**config.mk**
```make
export PLATFORM = sky130hd
export DESIGN_NAME = interval_arbiter
export DESIGN_NICKNAME = d
export VERILOG_FILES = /design/src/rtl/interval_arbiter.sv
export SDC_FILE = /design/constraint.sdc
export NUM_CORES = 1
export LEC_CHECK = 0
export CORE_MARGIN = 2
export CORE_UTILIZATION = 39
export DETAILED_ROUTE_END_ITERATION = 6
export GPL_TIMING_DRIVEN = 0
export PLACE_DENSITY = 0.73
export SYNTH_ARGS = -nofsm -noshare
export SYNTH_HDL_FRONTEND = slang
export SYNTH_SLANG_ARGS = --single-unit
```
**constraint.sdc**
```tcl
create_clock -name clk_i -period 1.2 [get_ports clk_i]
set_clock_uncertainty 0.05 [all_clocks]
set_input_delay 0.12 -clock clk_i [delete_from_list [all_inputs] [get_ports clk_i]]
set_output_delay 0.12 -clock clk_i [all_outputs]
set_load 0.01 [all_outputs]
```
**src/rtl/interval_arbiter.sv**
```systemverilog
// Two-requester arbiter that lends one WIDTH-bit interval counter to a single owner at a time.
// Build option: define ROUND_ROBIN_EN for last-served tie-breaking; otherwise requester 0 wins ties.
module interval_arbiter #(
   parameter int WIDTH = 4
) (
   input  logic             clk_i,
   input  logic             reset_i,
   input  logic [1:0]       req_i,
   input  logic [WIDTH-1:0] dur0_i,
   input  logic [WIDTH-1:0] dur1_i,
   output logic [1:0]       grant_o,
   output logic             busy_o,
   output logic [WIDTH-1:0] count_o,
   output logic [1:0]       done_o
);

   typedef enum logic [1:0] {
      S_IDLE = 2'd0,
      S_RUN  = 2'd1,
      S_DONE = 2'd2
   } state_t;

   state_t           state_q, state_d;
   logic [1:0]       grant_q, grant_d;
   logic             busy_q, busy_d;
   logic [WIDTH-1:0] count_q, count_d;
   logic [1:0]       done_q, done_d;
   logic [WIDTH-1:0] dur_q, dur_d;
   logic             win_s;
   logic             own_s;

   // The current owner is implied by which grant bit is set.
   assign own_s = grant_q[1];

`ifdef ROUND_ROBIN_EN
   logic last_q, last_d;

   // Tie goes to whoever was not served last; a lone request simply wins.
   always_comb begin
      win_s = 1'b0;
      if (req_i == 2'b11) begin
         win_s = ~last_q;
      end else begin
         win_s = req_i[1];
      end
   end
`else
   // Fixed priority: requester 1 only wins when it asks alone.
   always_comb begin
      win_s = 1'b0;
      if (req_i == 2'b10) begin
         win_s = 1'b1;
      end else begin
         win_s = 1'b0;
      end
   end
`endif

   // Next-state and next-output logic for the grant / run / done sequence.
   always_comb begin
      state_d = state_q;
      grant_d = grant_q;
      count_d = count_q;
      done_d  = 2'b00;
      dur_d   = dur_q;
`ifdef ROUND_ROBIN_EN
      last_d  = last_q;
`endif
      case (state_q)
         S_IDLE: begin
            grant_d = 2'b00;
            count_d = '0;
            if (req_i != 2'b00) begin
               state_d = S_RUN;
               grant_d = win_s ? 2'b10 : 2'b01;
               dur_d   = win_s ? dur1_i : dur0_i;
`ifdef ROUND_ROBIN_EN
               last_d  = win_s;
`endif
            end else begin
               state_d = S_IDLE;
            end
         end
         S_RUN: begin
            if (!req_i[own_s]) begin
               state_d = S_IDLE;
               grant_d = 2'b00;
               count_d = '0;
            end else if (count_q == dur_q) begin
               state_d = S_DONE;
               done_d  = grant_q;
            end else begin
               count_d = count_q + {{(WIDTH-1){1'b0}}, 1'b1};
            end
         end
         S_DONE: begin
            // Requests are deliberately not looked at here; the interval is already complete.
            state_d = S_IDLE;
            grant_d = 2'b00;
            count_d = '0;
         end
         default: begin
            state_d = S_IDLE;
            grant_d = 2'b00;
            count_d = '0;
         end
      endcase
      busy_d = (state_d != S_IDLE);
   end

   // State and output registers with synchronous reset.
   always_ff @(posedge clk_i) begin
      if (reset_i) begin
         state_q <= S_IDLE;
         grant_q <= 2'b00;
         busy_q  <= 1'b0;
         count_q <= '0;
         done_q  <= 2'b00;
         dur_q   <= '0;
`ifdef ROUND_ROBIN_EN
         last_q  <= 1'b1;
`endif
      end else begin
         state_q <= state_d;
         grant_q <= grant_d;
         busy_q  <= busy_d;
         count_q <= count_d;
         done_q  <= done_d;
         dur_q   <= dur_d;
`ifdef ROUND_ROBIN_EN
         last_q  <= last_d;
`endif
      end
   end

   assign grant_o = grant_q;
   assign busy_o  = busy_q;
   assign count_o = count_q;
   assign done_o  = done_q;

endmodule

```
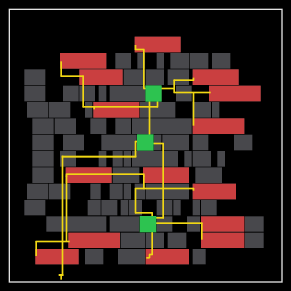
(images/clk_routes.png)
(6 px per µm)
[green] clock drivers | count: 3
[red] flip-flops | count: 15
[yellow] clock wires | length: 190 µm
routed clock nets: 4

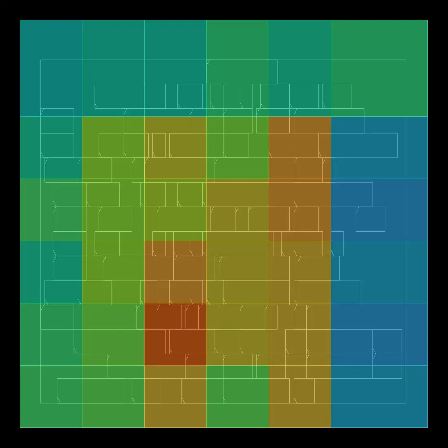
(images/congestion.png)
layer carrying the most global-route usage: met2
met3 GRT Util: 2.40%
met2 Use GR: 23.1%

==> flow_metrics.tcl <==
# collected from the flow reports
set metrics [dict create \
    violations "negative setup slack" \
    top_area_cell_class "combinational gates" \
    grt-ovfl-total 0 \
    endpoint_kind "flip-flop" \
    synth_stat.cells 64 \
    dp_hpwl_um 932 \
    status "finished, violations left" \
    syn_area_per_cell_um2 10.3 \
    nets 106 \
    via_count 560 \
    antenna_found_initial 0 \
    first_pass_iters 4 \
    setup_ws_ns -0.0316 \
    max_stage_delay_ns 0.38 \
    tightest_slew_ns 0.240 \
    final_layout_size_suffix_gt1_share_pct 33.7 \
    synth_seq_share_pct 45.4 \
    grt_first_pass_wirelength_um 2110 \
    wl_per_cell_um 12.3 \
    fp.dieW_um 45.2 \
    drc 0 \
    setup_violations 1 \
    io_buffers 20 \
    num-nonclk-buffers 25 \
    worst-path-buf-inv 0 \
    track_usage_pct 14.8 \
    power.density_nw_per_um2 1100 \
    largest_area_cell "dfxtp_1" \
    cp_cell_sequence "xnor2_4, nand4_4, a21bo_2, a21oi_2" \
    topCellsByArea "dfxtp_1, mux2i_1, xnor2_1, nor2_1, a211oi_1" \
    h-tree-depth 1 \
    synth_flops 15 \
    inverters_excl_clock 2 \
    ctsHoldBuffers 0 \
    comb_share_pct 41.3 \
    floorplan.core_util_pct 42.9 \
]
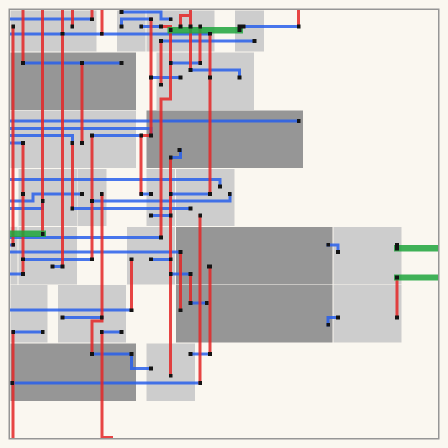
(images/detail.png)
Region (24, 1) to (44, 21) µm. Cells in grey, sequential cells in the stronger grey; small squares are vias.
[green] metal 3
[red] metal 2
[blue] metal 1
most frequent: dfxtp_1 (4), dlygate4sd2_1 (4)
sequential cells in the window: 5
cells with their middle in the window: 22
netlist names of flops here include: done_o (2), state_q (2)

kinds of logic (layout without fill, tap and decap cells):
family,Yosys count,after routing,share of synthesized area (%)
buf+inv,3,31,1.89
simple gates,22,22,20.6
xor+xnor,5,5,6.62
compound gates,12,12,14.6
fa+ha+maj,1,1,1.89
flops,15,15,45.4
mux,6,6,9.07
registers in the layout (all words and copies together), names as in the netlist:
signal and cells:
busy_o 1, done_o 2, grant_o 2, state_q 2, count_o 4, dur_q 4
power breakdown:
group / internal (mW) / switching (mW) / total [mW]
clock: 0.129 / 0.156 / 0.285
sequential: 0.531 / 0.0411 / 0.573
combinational: 0.156 / 0.116 / 0.272
total: 0.816 / 0.314 / 1.13
final timing paths:
check	from	depth (start not counted)	to
worst max-delay path	count_o[3]$_SDFFE_PP0P_	4	count_o[2]$_SDFFE_PP0P_
worst min-delay path	req_i[1]	2	grant_o[1]$_SDFFE_PP0P_
worst max register to register	count_o[3]$_SDFFE_PP0P_	4	count_o[2]$_SDFFE_PP0P_
worst min register to register	grant_o[0]$_SDFFE_PP0P_	1	done_o[0]$_SDFF_PP0_
repair_timing:
action,4_1_cts,5_1_grt
setup endpoints to repair,16,12
setup buffers,0,4
gates resized,17,12
pin swaps,4,6
per-stage QoR:
step / utilization [%] / instances
after global placement: 57.6 / 100
after CTS: 61.7 / 104
after global routing: 66.6 / 108
final: 66.6 / 108
after detailed placement: 57.6 / 100
after floorplan: - / 64
layer usage:
metal / routed length [µm] / share of wire (%) / up-vias / global-route usage, %
met4: 19 / 1.4 / 0 / 10.6
met1: 594 / 45 / 255 / 18.2
met3: 52 / 3.9 / 2 / 2.40
li1: - / - / 283 / -
met2: 659 / 50 / 20 / 23.1
met5: 0 / 0 / - / 0
Power and IR drop assume default switching activity.
